`src/rtl/vram_port_arbiter_if.sv`:
```
// VRAM port arbiter bus: three requester channels plus the memory wrapper port.
// The slave modport is the arbiter's view; the master modport is the view of
// whatever drives the requesters and models the memory.
interface vram_port_arbiter_if #(
    parameter int ADDR_W = 14,
    parameter int DATA_W = 8
);
    logic              r_req;
    logic [ADDR_W-1:0] r_addr;
    logic              r_gnt;
    logic              r_rvalid;

    logic              c_req;
    logic              c_we;
    logic [ADDR_W-1:0] c_addr;
    logic [DATA_W-1:0] c_wdata;
    logic              c_gnt;
    logic              c_rvalid;

    logic              l_req;
    logic              l_we;
    logic [ADDR_W-1:0] l_addr;
    logic [DATA_W-1:0] l_wdata;
    logic              l_gnt;
    logic              l_rvalid;

    logic [DATA_W-1:0] rdata;

    logic [ADDR_W-1:0] mem_addr;
    logic              mem_we;
    logic [DATA_W-1:0] mem_wdata;
    logic [DATA_W-1:0] mem_rdata;

    modport slave (
        input  r_req, r_addr,
        input  c_req, c_we, c_addr, c_wdata,
        input  l_req, l_we, l_addr, l_wdata,
        input  mem_rdata,
        output r_gnt, r_rvalid, c_gnt, c_rvalid, l_gnt, l_rvalid,
        output rdata, mem_addr, mem_we, mem_wdata
    );

    modport master (
        output r_req, r_addr,
        output c_req, c_we, c_addr, c_wdata,
        output l_req, l_we, l_addr, l_wdata,
        output mem_rdata,
        input  r_gnt, r_rvalid, c_gnt, c_rvalid, l_gnt, l_rvalid,
        input  rdata, mem_addr, mem_we, mem_wdata
    );
endinterface

```
`src/rtl/vram_port_arbiter.sv`:
```
// vram_port_arbiter: shares the PPU VRAM port between the renderer (absolute
// priority), CPU PPUDATA accesses and the bulk CHR/nametable loader. CPU and
// loader alternate, with the loader allowed up to LOADER_BURST grants in a row.
// Optional per-requester stall counters are built when VRAM_ARB_STATS_EN is
// defined; arbitration is identical either way.
module vram_port_arbiter #(
    parameter int ADDR_W       = 14,
    parameter int DATA_W       = 8,
    parameter int LOADER_BURST = 16
) (
    input  logic        clk,
    input  logic        rst,
`ifdef VRAM_ARB_STATS_EN
    input  logic        stat_clr,
    output logic [15:0] stat_stall_cpu,
    output logic [15:0] stat_stall_ldr,
`endif
    vram_port_arbiter_if.slave bus
);

    typedef enum logic {
        ST_IDLE  = 1'b0,
        ST_BURST = 1'b1
    } state_t;

    localparam logic [7:0] BURST_MAX = 8'(LOADER_BURST);

    state_t      state_q, state_d;
    logic [7:0]  cnt_q, cnt_d;
    // 1 = CPU owned the port last among CPU/loader; reset favours the CPU.
    logic        last_cpu_q, last_cpu_d;

    logic        r_gnt, c_gnt, l_gnt;
    logic        r_rvalid_q, c_rvalid_q, l_rvalid_q;

    logic [ADDR_W-1:0] mem_addr;
    logic              mem_we;
    logic [DATA_W-1:0] mem_wdata;

    // CPU/loader fairness state; renderer-only cycles leave it untouched
    always_ff @(posedge clk) begin
        if (rst) begin
            state_q    <= ST_IDLE;
            cnt_q      <= '0;
            last_cpu_q <= 1'b0;
        end else begin
            state_q    <= state_d;
            cnt_q      <= cnt_d;
            last_cpu_q <= last_cpu_d;
        end
    end

    // Pick this cycle's winner and the fairness next state
    always_comb begin
        r_gnt      = 1'b0;
        c_gnt      = 1'b0;
        l_gnt      = 1'b0;
        state_d    = state_q;
        cnt_d      = cnt_q;
        last_cpu_d = last_cpu_q;

        if (bus.r_req) begin
            r_gnt = 1'b1;
        end else begin
            case (state_q)
                ST_IDLE: begin
                    if (bus.l_req && (last_cpu_q || !bus.c_req)) begin
                        l_gnt   = 1'b1;
                        cnt_d   = 8'd1;
                        state_d = ST_BURST;
                    end else if (bus.c_req) begin
                        c_gnt      = 1'b1;
                        last_cpu_d = 1'b1;
                    end
                end
                ST_BURST: begin
                    if (bus.l_req && (cnt_q < BURST_MAX)) begin
                        l_gnt = 1'b1;
                        cnt_d = cnt_q + 8'd1;
                    end else begin
                        // Burst over: spend one idle cycle handing the turn back.
                        last_cpu_d = 1'b0;
                        state_d    = ST_IDLE;
                    end
                end
                default: state_d = ST_IDLE;
            endcase
        end
    end

    // Drive the memory port from the winner; renderer never writes
    always_comb begin
        mem_addr  = '0;
        mem_we    = 1'b0;
        mem_wdata = '0;
        if (r_gnt) begin
            mem_addr = bus.r_addr;
        end else if (c_gnt) begin
            mem_addr  = bus.c_addr;
            mem_we    = bus.c_we;
            mem_wdata = bus.c_wdata;
        end else if (l_gnt) begin
            mem_addr  = bus.l_addr;
            mem_we    = bus.l_we;
            mem_wdata = bus.l_wdata;
        end
    end

    // Read data returns one cycle after issue; reset drops in-flight reads
    always_ff @(posedge clk) begin
        if (rst) begin
            r_rvalid_q <= 1'b0;
            c_rvalid_q <= 1'b0;
            l_rvalid_q <= 1'b0;
        end else begin
            r_rvalid_q <= r_gnt;
            c_rvalid_q <= c_gnt && !bus.c_we;
            l_rvalid_q <= l_gnt && !bus.l_we;
        end
    end

    assign bus.r_gnt     = r_gnt;
    assign bus.c_gnt     = c_gnt;
    assign bus.l_gnt     = l_gnt;
    assign bus.r_rvalid  = r_rvalid_q;
    assign bus.c_rvalid  = c_rvalid_q;
    assign bus.l_rvalid  = l_rvalid_q;
    assign bus.rdata     = bus.mem_rdata;
    assign bus.mem_addr  = mem_addr;
    assign bus.mem_we    = mem_we;
    assign bus.mem_wdata = mem_wdata;

`ifdef VRAM_ARB_STATS_EN
    logic [1:0] stall_req;
    logic [1:0] stall_gnt;
    assign stall_req = {bus.l_req, c_gnt ? 1'b1 : bus.c_req};
    assign stall_gnt = {l_gnt, c_gnt};

    generate
        for (genvar gi = 0; gi < 2; gi++) begin : g_stall
            logic [15:0] stall_q;
            // Count waiting cycles, saturating; clear wins over increment
            always_ff @(posedge clk) begin
                if (rst || stat_clr) begin
                    stall_q <= '0;
                end else if (stall_req[gi] && !stall_gnt[gi] && (stall_q != 16'hFFFF)) begin
                    stall_q <= stall_q + 16'd1;
                end
            end
        end
    endgenerate

    assign stat_stall_cpu = g_stall[0].stall_q;
    assign stat_stall_ldr = g_stall[1].stall_q;
`endif

endmodule

```
`src/flat_wrapper.sv`:
```
// flat-port wrapper written by rule: the top's interface ports become plain ports
module vram_port_arbiter_flat 
#(
    parameter int ADDR_W       = 14,
    parameter int DATA_W       = 8,
    parameter int LOADER_BURST = 16
)
  (clk, rst, bus_r_req, bus_r_addr, bus_c_req, bus_c_we, bus_c_addr, bus_c_wdata, bus_l_req, bus_l_we, bus_l_addr, bus_l_wdata, bus_mem_rdata, bus_r_gnt, bus_r_rvalid, bus_c_gnt, bus_c_rvalid, bus_l_gnt, bus_l_rvalid, bus_rdata, bus_mem_addr, bus_mem_we, bus_mem_wdata);
  vram_port_arbiter_if #(.ADDR_W(ADDR_W), .DATA_W(DATA_W)) bus_i ();
  input  logic clk;
  input  logic rst;
  input wire logic [$bits(bus_i.r_req)-1:0] bus_r_req;
  input wire logic [$bits(bus_i.r_addr)-1:0] bus_r_addr;
  input wire logic [$bits(bus_i.c_req)-1:0] bus_c_req;
  input wire logic [$bits(bus_i.c_we)-1:0] bus_c_we;
  input wire logic [$bits(bus_i.c_addr)-1:0] bus_c_addr;
  input wire logic [$bits(bus_i.c_wdata)-1:0] bus_c_wdata;
  input wire logic [$bits(bus_i.l_req)-1:0] bus_l_req;
  input wire logic [$bits(bus_i.l_we)-1:0] bus_l_we;
  input wire logic [$bits(bus_i.l_addr)-1:0] bus_l_addr;
  input wire logic [$bits(bus_i.l_wdata)-1:0] bus_l_wdata;
  input wire logic [$bits(bus_i.mem_rdata)-1:0] bus_mem_rdata;
  output wire logic [$bits(bus_i.r_gnt)-1:0] bus_r_gnt;
  output wire logic [$bits(bus_i.r_rvalid)-1:0] bus_r_rvalid;
  output wire logic [$bits(bus_i.c_gnt)-1:0] bus_c_gnt;
  output wire logic [$bits(bus_i.c_rvalid)-1:0] bus_c_rvalid;
  output wire logic [$bits(bus_i.l_gnt)-1:0] bus_l_gnt;
  output wire logic [$bits(bus_i.l_rvalid)-1:0] bus_l_rvalid;
  output wire logic [$bits(bus_i.rdata)-1:0] bus_rdata;
  output wire logic [$bits(bus_i.mem_addr)-1:0] bus_mem_addr;
  output wire logic [$bits(bus_i.mem_we)-1:0] bus_mem_we;
  output wire logic [$bits(bus_i.mem_wdata)-1:0] bus_mem_wdata;
  assign bus_i.r_req = bus_r_req;
  assign bus_i.r_addr = bus_r_addr;
  assign bus_i.c_req = bus_c_req;
  assign bus_i.c_we = bus_c_we;
  assign bus_i.c_addr = bus_c_addr;
  assign bus_i.c_wdata = bus_c_wdata;
  assign bus_i.l_req = bus_l_req;
  assign bus_i.l_we = bus_l_we;
  assign bus_i.l_addr = bus_l_addr;
  assign bus_i.l_wdata = bus_l_wdata;
  assign bus_i.mem_rdata = bus_mem_rdata;
  assign bus_r_gnt = bus_i.r_gnt;
  assign bus_r_rvalid = bus_i.r_rvalid;
  assign bus_c_gnt = bus_i.c_gnt;
  assign bus_c_rvalid = bus_i.c_rvalid;
  assign bus_l_gnt = bus_i.l_gnt;
  assign bus_l_rvalid = bus_i.l_rvalid;
  assign bus_rdata = bus_i.rdata;
  assign bus_mem_addr = bus_i.mem_addr;
  assign bus_mem_we = bus_i.mem_we;
  assign bus_mem_wdata = bus_i.mem_wdata;
  vram_port_arbiter #(.ADDR_W(ADDR_W), .DATA_W(DATA_W), .LOADER_BURST(LOADER_BURST)) u_core (.clk(clk), .rst(rst), .bus(bus_i));
endmodule
```
`config.mk`:
```
export PLATFORM = sky130hd
export DESIGN_NAME = vram_port_arbiter_flat
export DESIGN_NICKNAME = d
export VERILOG_FILES = /design/src/rtl/vram_port_arbiter_if.sv /design/src/rtl/vram_port_arbiter.sv /design/src/flat_wrapper.sv
export SDC_FILE = /design/constraint.sdc
export NUM_CORES = 1
export LEC_CHECK = 0
export CAP_MARGIN = 25
export CELL_PAD_IN_SITES_DETAIL_PLACEMENT = 2
export CELL_PAD_IN_SITES_GLOBAL_PLACEMENT = 2
export CORE_ASPECT_RATIO = 2
export CORE_MARGIN = 10
export CORE_UTILIZATION = 13
export CTS_CLUSTER_SIZE = 28
export DETAILED_ROUTE_END_ITERATION = 6
export PLACE_DENSITY = 0.87
export SLEW_MARGIN = 15
export SYNTH_ARGS = -nofsm -noshare
export SYNTH_HDL_FRONTEND = slang
export SYNTH_SLANG_ARGS = --single-unit
```
`constraint.sdc`:
```
create_clock -name clk -period 1.92 [get_ports clk]
set_input_delay 0.384 -clock clk [delete_from_list [all_inputs] [get_ports clk]]
set_output_delay 0.384 -clock clk [all_outputs]
set_load 0.1 [all_outputs]
```
==> notes.md, run 1 <==
run results: Logic cell area=between 900 and 1000 um2, Cell Rows=46, clock sinks=13, Max Slew Vio Count=0, Clock net power=399 uW, Top Usage Layer GRT=met2, Die Ht=146 um, Post-Synth XOR/XNOR Area=0, adder share=0.0121, CTS tree=built, Non-clock buffering overhead=0.489, internal power=1.00 mW, TNS Setup=-5.88 ns, Compound Share, Synth=0.331, Post-synth area hogs=dfxtp_1 (25%), a22oi_1 (10%), a22o_2 (8.7%), Cell Type Count=35, post-synthesis cell count=127, CP delay by family, top=simple AND/OR/NAND/NOR gates, Crit Path Category=reg -> out, combinational power=1.04 mW, Final Critical Period=~2.2 ns, Synth area leader=dfxtp_1, inverter count=5, final wirelength=6410 um, Layout fillers=856, placer's final routability congestion estimate=around 0.76, number of enable flip-flop cells=0, antenna violations before repair=0, most frequent cells in the layout=clkdlybuf4s50_1 (61), buf_12 (28), buf_4 (19), o21ai_4 (15), nand2b_1 (14), Placed Instances=315, crit path from=u_core.state_q$_SDFFE_PP0N_, DRC errors left=0, largest reg by FF count=u_core.cnt_q, non-filler cells, final=between 300 and 400, Placement Cell Area=2630 um2, comb_multi_in=93, met1 capacity usage during global routing=0.101, Die Width=approximately 83 um, Comb/total area=0.338, Data required, critical path=between 1.5 and 2 ns, hold bufs inserted after CTS=0, cts bufs inserted=3, met2 usage=0.184, Root Driver=clkbuf_16, Clock power frac=0.231, CP Launch Type=register, hpwl dp=between 5000 and 6000 um, post-detailed-route count of antenna-violating nets=0, RR Endpoint=u_core.cnt_q[0]$_SDFFE_PP0P_, CTS H-tree depth=1, GR Util All Layers=0.103, top layer in use=met4, fp util=0.132, Util after Layout=0.363, yosys simple share=0.285, status=complete, but fails checks, Lkg Pwr=1.08 nW, hold depth=1, CORE AREA=7830 um2, top cells by count, synth=a22oi_1 (14), nand2b_1 (14), dfxtp_1 (13), o21ai_0 (13), Final #Nets=a little over 300, max-cap violation count=0, Reg-to-Reg Start=u_core.state_q$_SDFFE_PP0N_, VDD IR max=0.284 mV, CP Buf/Inv Count=2, flop share of the area=0.0930, Crit Path Max Fanout=14, reg2reg setup slack=0.31 ns, number of port buffers=93, Tool Warnings=29, Final setup viols=24, Crit. End Element=primary output, post-CTS setup buffer count=4, largest net degree at the start of global routing=30, HP Start=u_core.cnt_q[5]$_SDFFE_PP0P_, Reg2Reg Depth=5, relative slew slack=0.701, vias in the first global route=1,788, Max Clock Skew=0.00112 ns, P_sw=724 uW, Top-area cell share=0.252, grt ovf=0, share of layout cells above drive strength 1=0.450, ys cells=127, Worst Setup EP=bus_mem_addr[2], Yosys chip area=1030 um2, final worst slack=-0.276 ns, post-synthesis net count=between 200 and 250, Seq power=approximately 280 uW, Fin. Hold Viols=0, Leading cell kind=non-clock buffers, Final clock-cell share=0.0278, failing checks=negative setup slack, post-cts gate resize count=23, mux share=0.00969, Power per Cell Area=around 610 nW/um2, Syn. warnings=0, Total Power=approximately 1.7 mW, Main power group=combinational cells, maximum operating frequency=455 MHz, Hold Crit Endpoint=u_core.cnt_q[5]$_SDFFE_PP0P_, Syn Area/Cell=8.14 um2, diode count=0, CLK BUF=4, fin area=roughly 2800 um2, asr flop ratio synth=0, met3 Usage GRT=0.0574, power share of the sequential group=0.165, Tap Cells=96, initial drt markers=25, Met3 Wirelength=708 um, CP cell instances=or3b_4 -> nor3_4 -> o21ai_4 -> buf_12 -> o21ai_4 -> buf_12, Slew @ Worst Pin=0.443 ns, largest family of logic cells by area=AND-OR/OR-AND gates, Non-clk bufs=114, final worst-path cycle share=1.14, Levels on crit path=6, main flop type=dfxtp_1, slowest stage cell, crit path=or3b_4, Logic pwr share=0.604, Placement Setup Slack=-0.534 ns, via count=1,436, Flop area=~260 um2, clk_lat worst skew=0.24 ns, Seq/Total Area, Yosys=0.252, Netlist Area Pre-Place=roughly 1000 um2, worst min path class=reg -> reg, drt first pass iters=4, arrival time at the worst endpoint=1.81 ns, Seq cells post-synth=13, I/O pin total=110, most instantiated logic cell after routing=clkdlybuf4s50_1, Worst-path clk slew=0.05 ns, Wirelength per Cell=19.7 um, first-pass GRT wire length=10,200 um, switch share=0.420, RSZ-0062 raised after global routing=true, wl on met1=between 2000 and 2500 um
Figure 1. Met1 routing (run 1).
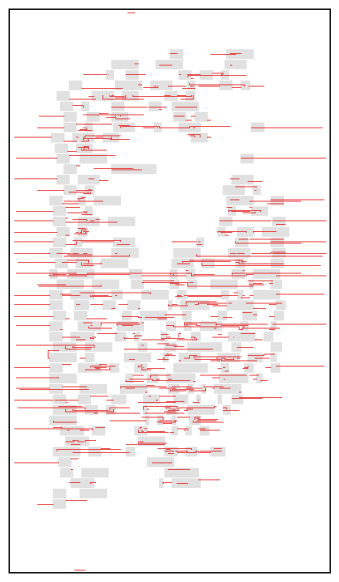
longest straight run: 32.7 um
main direction: horizontal

Figure 2. Metal 2 (run 1).
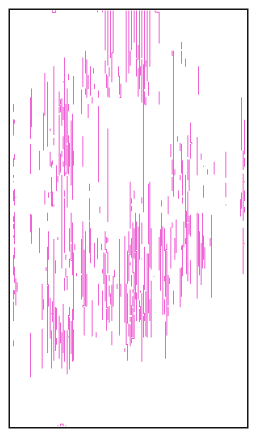
wire length on this layer: 3,340 um
share of all routed wire: 52%
longest straight run: 51.7 um
main direction: vertical
nets with wire on the layer: 283

Figure 3. Met3 routing (run 1).
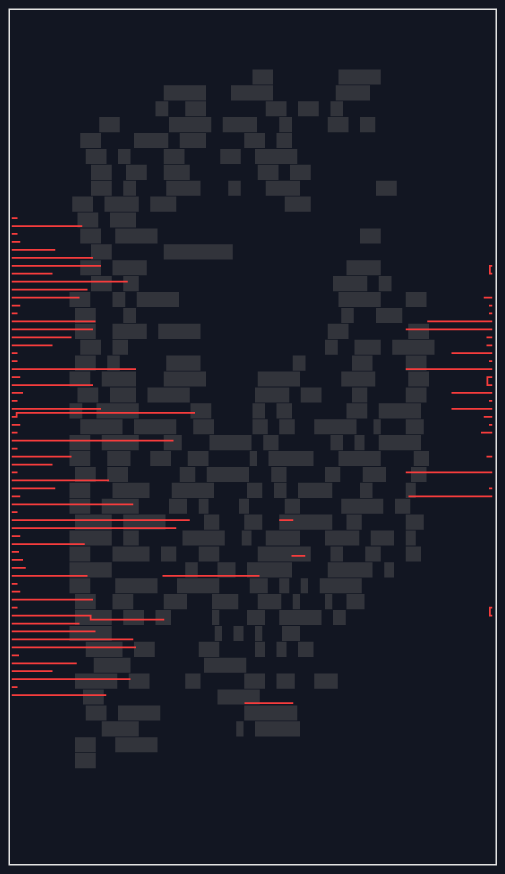
wire length on this layer: 708 um
share of all routed wire: 11%
longest straight run: 30.4 um
nets with wire on the layer: 84
main direction: horizontal

## Run 2: what changed since run 1
==> constraint.sdc (replaced) <==
create_clock -name clk -period 2.39 [get_ports clk]
set_input_delay 0.478 -clock clk [delete_from_list [all_inputs] [get_ports clk]]
set_output_delay 0.478 -clock clk [all_outputs]
set_load 0.1 [all_outputs]
Figure 4. Met3 routing (run 2).
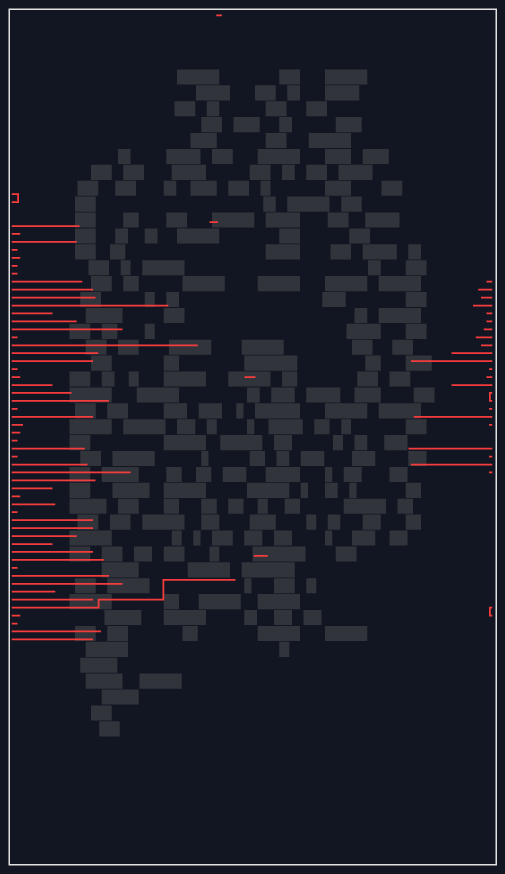
via count: 1,418
final wirelength: 6220 um
met3 Usage GRT: 0.0474

==> run 2 against run 1 <==
The run now ends clean. Design area decreased by 2.6%. Critical endpoint is now bus_mem_addr[5]. Routed wire length is 3.0% lower. Worst setup slack better by 0.33 ns. Flip-flop count is the same. First-iteration DRC count increased by 12%.
==> notes.md, run 2 <==
run results: status=finished clean, Worst Setup EP=bus_mem_addr[5], Data required, critical path=1.91 ns, fp util=0.132, slowest stage cell, crit path=or3b_4, VDD IR max=around 0.33 mV, Netlist Area Pre-Place=1030 um2, vias in the first global route=roughly 1,700, top cells by count, synth=a22oi_1 (14), nand2b_1 (14), dfxtp_1 (13), o21ai_0 (13), asr flop ratio synth=0, Top-area cell share=0.252, first-pass GRT wire length=9940 um, Max Slew Vio Count=0, CP cell instances=or3b_4 -> nor3_4 -> o21ai_4 -> buf_12 -> o21ai_4 -> buf_12, top layer in use=met4, P_sw=between 500 and 600 uW, Non-clk bufs=111, final worst slack=0.0566 ns, Post-synth area hogs=dfxtp_1 (25%), a22oi_1 (10%), a22o_2 (8.7%), crit path from=u_core.cnt_q[5]$_SDFFE_PP0P_, mux share=0.00969, area grow syn2layout=168%, Cell Type Count=35, clk_lat worst skew=roughly 0.24 ns, comb_multi_in=between 90 and 100, drt first pass iters=4, diode count=0, Crit Path Category=reg -> out, combinational power=819 uW, Lkg Pwr=1.05 nW, arrival time at the worst endpoint=1.86 ns, Final clock-cell share=0.0285, share of layout cells above drive strength 1=0.403, I/O pin total=about 110, placer's final routability congestion estimate=roughly 0.76, Met3 Wirelength=615 um, CLK BUF=4, Comb/total area=0.335, switch share=0.421, Wirelength per Cell=19.3 um, Reg2Reg Depth=6, Clock net power=323 uW, CORE AREA=a little under 8000 um2, Hold Crit Endpoint=u_core.last_cpu_q$_SDFFE_PP0P_, Die Ht=146 um, Final setup viols=0, final worst-path cycle share=0.976, Final #Nets=301, Die Width=roughly 83 um, relative slew slack=0.681, post-synthesis cell count=127, Non-clock buffering overhead=0.489, max-cap violation count=0, post-CTS setup buffer count=1, Leading cell kind=non-clock buffers, met1 capacity usage during global routing=0.103, RSZ-0062 raised after global routing=true, post-detailed-route count of antenna-violating nets=0, Slew @ Worst Pin=between 0.4 and 0.5 ns, yosys simple share=0.285, Seq power=227 uW, antenna violations before repair=0, Clock power frac=0.236, Vias/cell=4.40, CTS tree=built, Syn. warnings=0, most instantiated logic cell after routing=clkdlybuf4s50_1, CP Launch Type=register, grt ovf=0, Top Usage Layer GRT=met2, Crit. End Element=primary output, reg2reg setup slack=0.63 ns, Logic pwr share=0.599, Main power group=combinational cells, Flop area=260 um2, Cell Rows=46, Fin. Hold Viols=0, largest reg by FF count=u_core.cnt_q, ys cells=127, Largest register FFs=8, Tool Warnings=28, Final Critical Period=between 2 and 2.5 ns, Util after Layout=0.353, Power per Cell Area=between 400 and 500 nW/um2, main flop type=dfxtp_1, met2 usage=0.179, power share of the sequential group=0.166, internal power=~790 uW, wl on met1=2260 um, worst min path class=reg -> reg, Syn Area/Cell=8.14 um2, Post-Synth XOR/XNOR Area=0, hold depth=2, Seq cells post-synth=13, Root Driver=clkbuf_16, CP Buf/Inv Count=2, post-synthesis net count=201, RR Endpoint=u_core.cnt_q[0]$_SDFFE_PP0P_, Placement Cell Area=2550 um2, Logic cell area=926 um2, DRC errors left=0, hpwl dp=5430 um, clock sinks=13, Worst-path clk slew=0.04 ns, Tap Cells=96, TNS Setup=0 ns, inverter count=5, largest family of logic cells by area=AND-OR/OR-AND gates, number of port buffers=93, GR Util All Layers=0.100, non-filler cells, final=322, Layout fillers=850, flop share of the area=0.0941, largest net degree at the start of global routing=22, Reg-to-Reg Start=u_core.cnt_q[5]$_SDFFE_PP0P_, fin area=2770 um2, HP Start=u_core.last_cpu_q$_SDFFE_PP0P_, Compound Share, Synth=0.331, CTS H-tree depth=1, CP delay by family, top=simple AND/OR/NAND/NOR gates, adder share=0.0121, Yosys chip area=between 1000 and 1500 um2, initial drt markers=28, Max Clock Skew=0.00226 ns, Total Power=1.37 mW, post-cts gate resize count=26, Placed Instances=between 300 and 400
Power figures rest on the tool's default switching activity, not on a simulated workload.
